**src/rtl/rpn_stack.sv**
```systemverilog
// Operand stack for the RPN calculator: edge-triggered push/pop/swap/write commands,
// registered top/next copies, and a sticky fault flag that freezes state until reset.
module rpn_stack #(
    parameter int unsigned WIDTH   = 32,
    parameter int unsigned DEPTH   = 32,
    parameter int unsigned COUNT_W = 6
) (
    input  logic               clock,
    input  logic               reset,
    input  logic               push,
    input  logic               pop,
    input  logic               swap,
    input  logic               write,
    input  logic [WIDTH-1:0]   value,
    output logic [WIDTH-1:0]   top,
    output logic [WIDTH-1:0]   next,
    output logic [COUNT_W-1:0] count,
    output logic               error
);

    localparam int unsigned AW = $clog2(DEPTH);

    // The two upper entries live in top_q/next_q; mem[i] holds entry i for i < count-2,
    // so every event needs at most one array write and swap touches no array entry.
    logic [WIDTH-1:0]   mem [DEPTH];
    logic [WIDTH-1:0]   top_q, top_d;
    logic [WIDTH-1:0]   next_q, next_d;
    logic [COUNT_W-1:0] count_q, count_d;
    logic               error_q, error_d;
    logic               push_q, pop_q, swap_q, write_q;

    logic               push_ev, pop_ev, swap_ev, write_ev;
    logic               mem_we;
    logic [AW-1:0]      wr_idx;
    logic [AW-1:0]      rd_idx;
    logic [WIDTH-1:0]   below_next;

    assign push_ev  = push  & ~push_q;
    assign pop_ev   = pop   & ~pop_q;
    assign swap_ev  = swap  & ~swap_q;
    assign write_ev = write & ~write_q;

    // Modulo-2^AW index arithmetic stays correct even when count == DEPTH.
    assign wr_idx     = count_q[AW-1:0] - AW'(2);
    assign rd_idx     = count_q[AW-1:0] - AW'(3);
    assign below_next = (count_q >= COUNT_W'(3)) ? mem[rd_idx] : '0;

    always_comb begin
        top_d   = top_q;
        next_d  = next_q;
        count_d = count_q;
        error_d = error_q;
        mem_we  = 1'b0;
        if (!error_q) begin
            if (push_ev) begin
                if (count_q == COUNT_W'(DEPTH)) begin
                    error_d = 1'b1;
                end else begin
                    mem_we  = (count_q >= COUNT_W'(2));
                    next_d  = top_q;
                    top_d   = '0;
                    count_d = count_q + COUNT_W'(1);
                end
            end else if (swap_ev) begin
                if (count_q < COUNT_W'(2)) begin
                    error_d = 1'b1;
                end else begin
                    top_d  = next_q;
                    next_d = top_q;
                end
            end else if (pop_ev && write_ev) begin
                if (count_q < COUNT_W'(2)) begin
                    error_d = 1'b1;
                end else begin
                    top_d   = value;
                    next_d  = below_next;
                    count_d = count_q - COUNT_W'(1);
                end
            end else if (pop_ev) begin
                if (count_q == COUNT_W'(1)) begin
                    error_d = 1'b1;
                end else begin
                    top_d   = next_q;
                    next_d  = below_next;
                    count_d = count_q - COUNT_W'(1);
                end
            end else if (write_ev) begin
                top_d = value;
            end
        end
    end

    always_ff @(posedge clock or posedge reset) begin
        if (reset) begin
            top_q   <= '0;
            next_q  <= '0;
            count_q <= COUNT_W'(1);
            error_q <= 1'b0;
            // History starts high so levels held through reset release do not fire.
            push_q  <= 1'b1;
            pop_q   <= 1'b1;
            swap_q  <= 1'b1;
            write_q <= 1'b1;
        end else begin
            top_q   <= top_d;
            next_q  <= next_d;
            count_q <= count_d;
            error_q <= error_d;
            push_q  <= push;
            pop_q   <= pop;
            swap_q  <= swap;
            write_q <= write;
        end
    end

    always_ff @(posedge clock) begin
        if (mem_we) begin
            mem[wr_idx] <= next_q;
        end
    end

    assign top   = top_q;
    assign next  = next_q;
    assign count = count_q;
    assign error = error_q;

endmodule

```
**config.mk**
```make
export PLATFORM = sky130hd
export DESIGN_NAME = rpn_stack
export DESIGN_NICKNAME = d
export VERILOG_FILES = /design/src/rtl/rpn_stack.sv
export SDC_FILE = /design/constraint.sdc
export NUM_CORES = 1
export LEC_CHECK = 0
export CORE_MARGIN = 8
export CORE_UTILIZATION = 60
export CTS_BUF_LIST = sky130_fd_sc_hd__clkbuf_8 sky130_fd_sc_hd__clkbuf_16
export DETAILED_ROUTE_END_ITERATION = 10
export DONT_BUFFER_PORTS = 1
export PLACE_DENSITY_LB_ADDON = 0.12
export SETUP_SLACK_MARGIN = 0.3
export SLEW_MARGIN = 10
export SYNTH_ARGS = -nofsm -noshare
export SYNTH_HDL_FRONTEND = slang
export SYNTH_SLANG_ARGS = --single-unit
```
**constraint.sdc**
```tcl
create_clock -name clock -period 5.6 [get_ports clock]
set_input_delay 0.56 -clock clock [delete_from_list [all_inputs] [get_ports clock]]
set_output_delay 0.56 -clock clock [all_outputs]
set_load 0.05 [all_outputs]
```
### Pin map

Pins as bars across the die edge, other pins in grey.
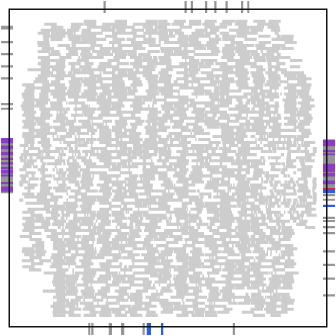
[top] purple | pins: 32 | direction: output | edge: 17 left, 15 right
[pop] red | pins: 1 | direction: input | edge: right
[count] blue | pins: 6 | direction: output | edge: 3 bottom, 3 right
Die W: 283 µm
chip height: 283 µm

==> flow_summary.yaml <==
# flow metrics
final_timing:
  slew_viol_final: 0
  worst_pin_slew_ps: 1190
  fin_skew_ps: 20.3
  fin_setup_tns_ps: 0
  timing.final.crit_share_pct: 70.7
  fmax_ghz: 0.253
  setup_viol: 0
  hold_viol: 0
  fin_ws_ps: 1640
  finalCriticalPeriod_ps: 3960
  rsz0062_at_grt: "no"
  slew_headroom_pct: 20.5
setup_path:
  required_ps: 5870
  crit_arrival_ps: 4230
  cpMaxStageDelayCell: "nor2_4"
  path_cells: "inv_1 > ha_4 > a211oi_1 > o21a_1 > nand2_1 > nor2_4"
  cpLargestDelayFamily: "simple AND/OR/NAND/NOR gates"
  slowest_delay_ps: 1110
  cp_max_fo: 32
  crit_type: "register to register"
  cp_num_buf_inv: 1
  critPathLaunchType: "register"
  end_kind: "register"
cts:
  htreeDepth: 3
  worstSkewPairLatency_ps: 670
  path_clk_slew_ps: 60
  cts_sinks: 1099
  cts_buffer_depth: 3
  cts_tree: "built"
  ctsResizeCount: 0
  cts_inserted_buffers: 109
  cts-root-buf: "clkbuf_16"
die:
  core_area_um2: 71100
  fp_util_pct: 60.3
  dieArea_um2: 80300
  std_cell_rows: 98
  ios: 109
logic_synthesis:
  synth_area_um2: 42900
  syn_area_per_cell_um2: 19.8
  ys_types: 47
  ys_top_cells_by_count: "edfxtp_1 (1024), nand2_1 (304), mux4_2 (256)"
  topCellsByArea: "edfxtp_1 (72%), mux4_2 (13%), dfrtp_1 (4.1%), nand2_1 (2.7%), mux2i_1 (1.5%)"
  synthFlopType: "edfxtp_1"
  xor_share_pct: 0.245
  adder_share_pct: 0.263
  mux_share_pct: 15.0
  yosysSeqAreaShare_pct: 76.1
  topCombFamilyByArea: "multiplexers"
  syn_inst: 2164
  ys_area_um2: 42900
  postSynthNetCount: 2211
  synth.top_cell.area_share_pct: 71.7
  synth-edff-count: 1024
  simple_gate_share_pct: 3.77
  compound_area_share_pct: 3.21
  synth_flops: 1099
  top_cell: "edfxtp_1"
  yosysCellCount: 2164
  ys_warn_count: 0
  largest_area_cell: "edfxtp_1"
  async_flop_share_pct: 6.82
place:
  dp.cells: 3054
  finalWeightedCongestion: 0.847
  hpwl_um: 59200
  io_buffers: 0
  place_ws_ps: 1600
power:
  cellPowerDensity_nw_per_um2: 614
  max-vdd-ir-drop_mv: 1.17
  p_leak_nw: 15.7
  total_power_w: 0.0294
global_route:
  grt_max_degree: 130
  antenna_found_initial: 1
  grt_overflow: 0
  grt_pass1_wl_um: 147000
  track_usage_pct: 24.5
  first_global_vias: 21604
cells_and_area:
  stdcell_count: 3261
  syn2layout_area_growth_pct: 11.9
  nets: 2267
  final_util_pct: 67.5
  fillerInstances: 4510
  layout-drive-gt1-share_pct: 23.2
status:
  status: "completed"
flow_run:
  maxCapViolations: 0
  warnings: 37
route:
  post_drt_wl_per_cell_um: 30.2
  vias: 21166
  drtIter0Drc: 2131
  avgViaCountPerCell: 6.49
  drc: 0
  ant_nets: 0
  dr.pass1.iters: 6
  route.final.wire_length_um: 98600
min_path:
  hp-class: "input pin to register"
### Routed clock nets over the placement

Scale bar: 100 µm.
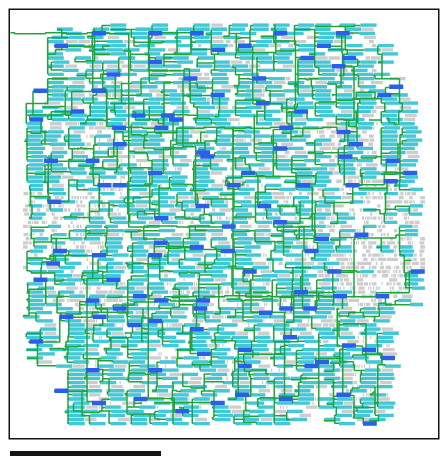
[cells driving clock nets] blue | count: 109
[clock wires] green | length: 11400 µm
[flip-flops] cyan | count: 1099
flops lie: widely spread
routed clock nets: 110

==> stage by stage <==
stage               area (µm²)  hold WS [ps]
CTS                      48000          91.2
detailed placement       44400           353
global placement         44400           347
floorplan                42900           564
global route             48000           112
finish                   48000           117
==> flip-flops by register name, indices dropped and copies added, names as in the netlist <==
| name | cells |
|---|---|
| count | 6 |
| error | 1 |
| mem | 1024 |
| next | 32 |
| pop_q | 1 |
| push_q | 1 |
| swap_q | 1 |
| top | 32 |
| write_q | 1 |
==> area by class of cell <==
| type | instances | area, µm² | share of cell area [%] |
|---|---|---|---|
| Timing Repair Buffer | 71 | 633 | 1.32 |
| Multi-Input combinational cell | 934 | 9990 | 20.8 |
| Tap cell | 950 | 1190 | 2.48 |
| Antenna cell | 1 | 2.50 | 0.00522 |
| Inverter | 5 | 21.3 | 0.0443 |
| Sequential cell | 1099 | 32600 | 68.0 |
| Clock inverter | 86 | 691 | 1.44 |
| Clock buffer | 115 | 2820 | 5.88 |
==> cell families after synthesis <==
| kind of cell | count (synthesis) |
|---|---|
| xor+xnor | 12 |
| compound gates | 185 |
| simple gates | 406 |
| mux | 322 |
| flops | 1099 |
| fa+ha+maj | 9 |
| buf+inv | 131 |
==> timing repair <==
action / CTS / global route
hold endpoints to repair: 16 / 0
buffers inserted: 0 / 0
hold buffers: 5 / 0
==> per-layer routing <==
layer / part of all wire, % / vias to the layer above / track usage, % / routed length, µm
met5: 0 / - / 0 / 0
met4: 2.9 / 0 / 6.97 / 2820
met3: 7.7 / 158 / 5.64 / 7620
met2: 49 / 895 / 38.9 / 48100
met1: 41 / 11205 / 34.5 / 40000
li1: - / 8908 / - / -
==> cell usage in the layout (no fill, tap or decap), types with 8 or more instances in the layout <==
master / instances
o22ai_1: 32
a21oi_1: 37
buf_4: 59
ha_1: 8
a32o_1: 32
o221ai_1: 32
clkbuf_16: 110
nand2_1: 304
mux4_2: 256
edfxtp_1: 1024
nor2_1: 42
clkinv_2: 22
mux2i_1: 64
o31ai_1: 33
bufinv_16: 9
inv_1: 26
nand3_1: 8
dfrtp_1: 70
nor2_4: 32
clkinv_1: 21
==> final timing paths <==
| path | from | end | slack (ps) | cells after the start |
|---|---|---|---|---|
| hold / removal | value[31] | top[31] | 120 | 2 |
| hold reg to reg | next[31] | next[31] | 630 | 2 |
| min in group asynchronous | reset | top[21] | 300 | 2 |
| setup reg to reg | count[1] | mem[14][8] | 1640 | 6 |
| setup / recovery | count[1] | mem[14][8] | 1640 | 6 |
| max in group asynchronous | reset | top[5] | 4120 | 3 |
==> power breakdown <==
group          switching, W  internal [W]
clock network       0.00300       0.00405
registers           0.00126        0.0106
logic               0.00667       0.00387
total                0.0109        0.0185
Power figures rest on the tool's default switching activity, not on a simulated workload.
